--- config.mk ---
export PLATFORM = sky130hd
export DESIGN_NAME = cnn_result_reader
export DESIGN_NICKNAME = d
export VERILOG_FILES = /design/src/rtl/cnn_result_reader.sv
export SDC_FILE = /design/constraint.sdc
export NUM_CORES = 1
export LEC_CHECK = 0
export CORE_MARGIN = 8
export CORE_UTILIZATION = 58
export CTS_CLUSTER_SIZE = 20
export DETAILED_ROUTE_END_ITERATION = 12
export PLACE_DENSITY = 0.81
export SLEW_MARGIN = 5
export SYNTH_ARGS = -nofsm -noshare
export SYNTH_HDL_FRONTEND = slang
export SYNTH_SLANG_ARGS = --single-unit
--- constraint.sdc ---
create_clock -name clk -period 5.88 [get_ports clk]
set_input_delay 1.176 -clock clk [delete_from_list [all_inputs] [get_ports clk]]
set_output_delay 1.176 -clock clk [all_outputs]
set_load 0.05 [all_outputs]
--- src/rtl/cnn_result_reader.sv ---
// cnn_result_reader: waits for the 4x4 CNN array outputs to settle, snapshots them and streams one cell per beat.
module cnn_result_reader #(
  parameter int WIDTH         = 9,
  parameter int CELLS         = 16,
  parameter int STABLE_CYCLES = 4,
  parameter int MAX_CYCLES    = 255
) (
  input  logic                   clk,
  input  logic                   rst,
  input  logic                   start,
  input  logic [CELLS*WIDTH-1:0] y_flat,
  output logic [WIDTH-1:0]       out_data,
  output logic [3:0]             out_idx,
  output logic                   out_valid,
  input  logic                   out_ready,
  output logic                   out_last,
  output logic                   busy,
  output logic                   done,
  output logic                   timeout
);
  localparam int SW = $clog2(STABLE_CYCLES + 1) + 1;
  localparam int CW = $clog2(MAX_CYCLES + 1) + 1;
  typedef enum logic [1:0] {IDLE, SETTLE, STREAM} state_t;
  state_t r_state, w_next;
  logic [CELLS*WIDTH-1:0] r_prev, r_snap;
  logic [SW-1:0] r_stable, w_stable_nx;
  logic [CW-1:0] r_cycle, w_cycle_nx;
  logic [3:0] r_idx;
  logic r_done, r_timeout;
  logic w_go, w_same, w_conv, w_expire, w_xfer, w_last_xfer;
  assign w_go        = r_state == IDLE && start;
  assign w_same      = y_flat == r_prev;
  assign w_stable_nx = w_same ? r_stable + 1'b1 : '0;
  assign w_cycle_nx  = r_cycle + 1'b1;
  // convergence is tested first so a tie with the budget never flags timeout
  assign w_conv      = r_state == SETTLE && w_stable_nx == SW'(STABLE_CYCLES);
  assign w_expire    = r_state == SETTLE && !w_conv && w_cycle_nx == CW'(MAX_CYCLES);
  assign w_xfer      = r_state == STREAM && out_ready;
  assign w_last_xfer = w_xfer && r_idx == 4'(CELLS - 1);
  always_ff @(posedge clk)
    r_state <= rst ? IDLE : w_next;
  always_comb
    w_next = w_go ? SETTLE : (w_conv || w_expire) ? STREAM : w_last_xfer ? IDLE : r_state;
  always_comb begin
    out_valid = r_state == STREAM;
    out_idx   = r_idx;
    out_data  = out_valid ? r_snap[r_idx*WIDTH +: WIDTH] : '0;
    out_last  = out_valid && r_idx == 4'(CELLS - 1);
    busy      = r_state != IDLE;
    done      = r_done;
    timeout   = r_timeout;
  end
  always_ff @(posedge clk) begin
    if (rst) begin
      r_prev    <= '0;
      r_snap    <= '0;
      r_stable  <= '0;
      r_cycle   <= '0;
      r_idx     <= '0;
      r_done    <= 1'b0;
      r_timeout <= 1'b0;
    end else begin
      r_done <= w_last_xfer;
      if (w_go) begin
        r_prev    <= y_flat;
        r_stable  <= '0;
        r_cycle   <= '0;
        r_timeout <= 1'b0;
      end
      if (r_state == SETTLE) begin
        r_cycle  <= w_cycle_nx;
        r_stable <= w_stable_nx;
        if (!w_same) r_prev <= y_flat;
      end
      if (w_conv || w_expire) r_snap <= y_flat;
      if (w_expire) r_timeout <= 1'b1;
      if (w_xfer) r_idx <= w_last_xfer ? '0 : r_idx + 1'b1;
    end
  end
endmodule

Run 1, power grid:
Scale bar: 50 um. Pins as bars on the die edge. Tap cells in grey.
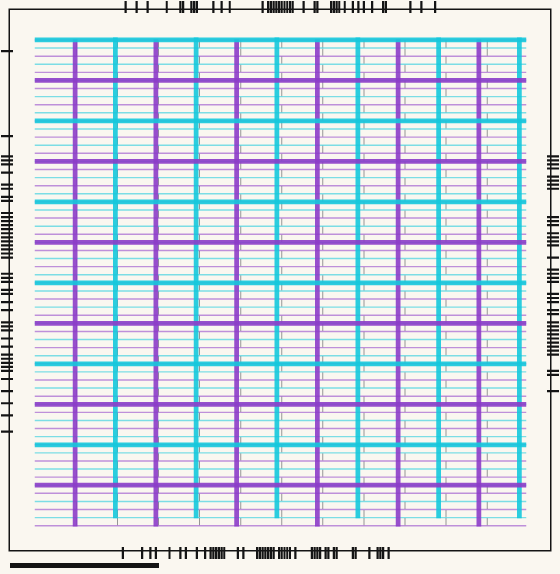
legend:
  purple:
    net: VSS
  cyan:
    net: VDD
signal pins: 166
rows: 60

Run 1, register map, names as in the netlist:
Scale bar: 50 um.
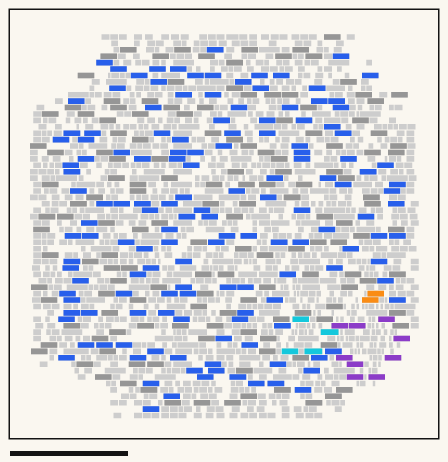
legend:
  purple:
    netlist_name: r_cycle
    placed_flops: 9
    where: lower right
  cyan:
    netlist_name: out_idx
    placed_flops: 4
  blue:
    netlist_name: r_snap
    placed_flops: 144
    where: all over the die
  orange:
    netlist_name: r_state
    placed_flops: 2
not coloured: 150

==> summary.txt, run 1 <==
flow finished, numbers: Setup violations, final 0, Core Util, Final about 69%, met3 Usage GRT 4.97%, sw frac 24.3%, Seq. pwr 2.22 mW, Num CTS Buffers 35, CP arrival between 3000 and 4000 ps, Final Cycle Share between 80% and 90%, CP Depth 5, outcome completed, IO Port Bufs 165, Hold Buf Count CTS 0, worst hold path class reg2reg, Final Wtd Congestion 0.872, Main logic family multiplexers, most numerous logic cell after layout nand2b_1, Post-Route WL between 40000 and 50000 um, Biggest consumer sequential cells, ys cells 1496, Peak VDD IR 0.198 mV, clk buf depth 3, post-CTS setup buffers 0, Clock Latency Late Sink 510 ps
Run 1, placement view:
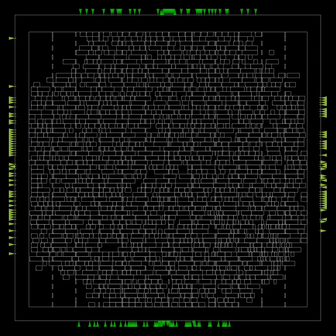
std cell rows: 60
Filler Cell Count: 2013
sequential cell area share: 33.4%

==> run 2, diff against run 1 <==
- CORE_UTILIZATION: 58 -> 57
- PLACE_DENSITY: 0.81 -> 0.8
- clock period: 5.88 -> 4.7 ns (I/O delays scaled with it)
Run 2, power grid:
Scale bar: 50 um. Pins as bars on the die edge. Tap cells in grey.
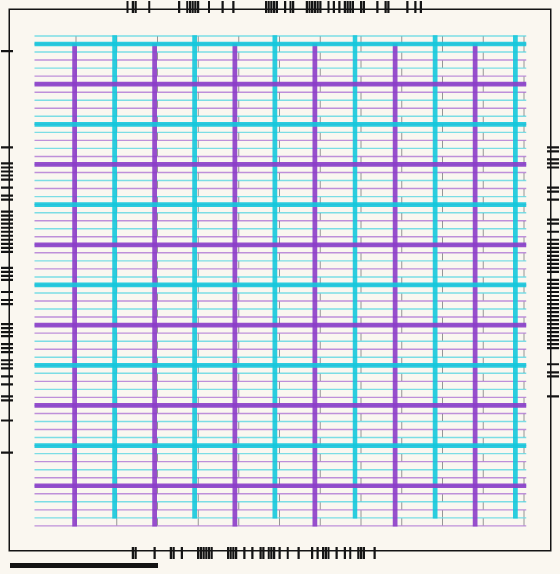
legend:
  cyan:
    net: VDD
  purple:
    net: VSS
met1 rails: 62
met5 straps: 12

==> summary.txt, run 2 <==
flow finished, numbers: Final Cycle Share 90.7%, sw frac 23.6% (-0.72 points), share of cells above drive strength 1 around 7.6%, Starting Density 57.4%, CP Depth 5 (unchanged), register area share after synthesis 39.0%, DP Area 0.0176 mm2, CP required 3760 ps, Log Warnings 29, routed via count 11200, H-tree levels 2, Pint 4.83 mW, outcome completed, Seq. pwr 2.78 mW (+25%), std cell rows 61 (+1.7%), Setup violations, final 0 (unchanged), post-synthesis compound-gate area fraction 1.61%, most numerous cell in the Yosys netlist nand2b_1, ys cells 1496 (unchanged), Rel. slew slack a little under a quarter, Biggest consumer the clock network, CP startpoint out_idx[0], worst slack, placed 389 ps, IO Port Bufs 165 (unchanged), met3 Usage GRT 4.79% (-0.18 points), Design Area, Final around 0.019 mm2, worst hold path class reg2reg, GR met1 Demand/Resource 32.3%, most numerous logic cell after layout nand2b_1, slowest CP cell clkdlybuf4s50_1, CP arrival 3320 ps (-350 ps), Num CTS Buffers 34 (-2.9%), clk buf depth 3 (unchanged), Hold Buf Count CTS 0 (unchanged), post-CTS setup buffers 0 (unchanged), combinational share of cell area 47.9%, Most Crowded Layer GR met2, reg-to-reg slack, setup 1330 ps, Clock Latency Late Sink 510 ps (about the same), Main logic family multiplexers, Peak VDD IR 0.250 mV (+26%), YS chip area 0.0159 mm2, P_clk 2.81 mW, tap cell count 378, Final Wtd Congestion 0.867 (-0.58%), Post-Route WL 43500 um (-0.74%), Filler Cell Count 2133 (+6.0%), first-pass GRT wire length 65200 um, Core Util, Final 67.9% (-0.92 points), sequential cell area share 33.0% (-0.38 points)
==> run 3, diff against run 2 <==
--- a/config.mk
+++ b/config.mk
@@ -7,3 +7,3 @@
 export LEC_CHECK = 0
-export CORE_MARGIN = 8
+export CORE_MARGIN = 2
 export CORE_UTILIZATION = 57
==> constraint.sdc (replaced) <==
create_clock -name clk -period 4.7 [get_ports clk]
set_input_delay 0.47 -clock clk [delete_from_list [all_inputs] [get_ports clk]]
set_output_delay 0.47 -clock clk [all_outputs]
set_load 0.05 [all_outputs]
==> summary.txt, run 3 <==
flow finished, numbers: CP required 4230 ps (+470 ps), Main logic family multiplexers, routed via count 11200 (-0.22%), worst hold slack 463 ps, IO Port Bufs 165 (unchanged), clock-pin slew on the worst setup and hold paths 60 ps, reg-to-reg slack, setup 1390 ps (+60 ps), wire per inst 20.8 um, Hold Buf Count CTS 0 (unchanged), CP Depth 5 (unchanged), tap cell count 378 (unchanged), Seq. pwr 2.78 mW (about the same), Most Crowded Layer GR met2, Starting Density 57.4% (unchanged), worst hold path class reg2reg, Rel. slew slack 29.9% (+6.8 points), Post-Route WL 41900 um (-3.7%), Filler Cell Count 2123 (-0.47%), most numerous cell in the Yosys netlist nand2b_1, YS chip area 0.0159 mm2 (unchanged), Design Area, Final 0.0187 mm2 (-0.47%), post-synthesis compound-gate area fraction 1.61% (unchanged), Core Util, Final 67.6% (-0.32 points), first-pass GRT wire length 63500 um (-2.6%), worst slack, placed 830 ps (+441 ps), Peak VDD IR 0.232 mV (-7.4%), Num CTS Buffers 34 (unchanged), GR met1 Demand/Resource 37.7% (+5.3 points), Biggest consumer sequential cells, sw frac 24.1% (+0.47 points), H-tree levels 2 (unchanged), CP arrival 3310 ps (about the same), outcome completed, met3 Usage GRT 4.81% (+0.023 points), Power, Total roughly 6.3 mW, ys cells 1496 (unchanged), most numerous logic cell after layout nand2b_1, std cell rows 61 (unchanged), P_clk 2.74 mW (-2%), share of cells above drive strength 1 7.51% (-0.11 points), CP startpoint out_idx[1], Final Cycle Share 80.4% (-10 points), Final Wtd Congestion 0.860 (-0.82%), combinational share of cell area 48.2% (+0.22 points), Log Warnings 33 (+14%), Setup violations, final 0 (unchanged), Pint 4.74 mW (-1.8%), slowest CP cell clkdlybuf4s50_1, Clock Latency Late Sink 520 ps (about the same)
Run 3, local utilization:
Scale bar: 50 um. The die is cut into 17 by 17 equal tiles; white is low, dark blue is high, 0 to 100% covered.
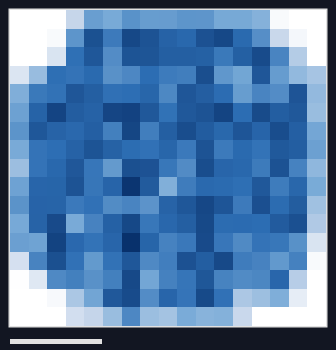
nearly empty tiles: 8.0%
tiles over 75% full: 42%
fullest tile: 100%
mean over tiles: 62%

No activity file was given, so power comes from the tool's default toggle rates.
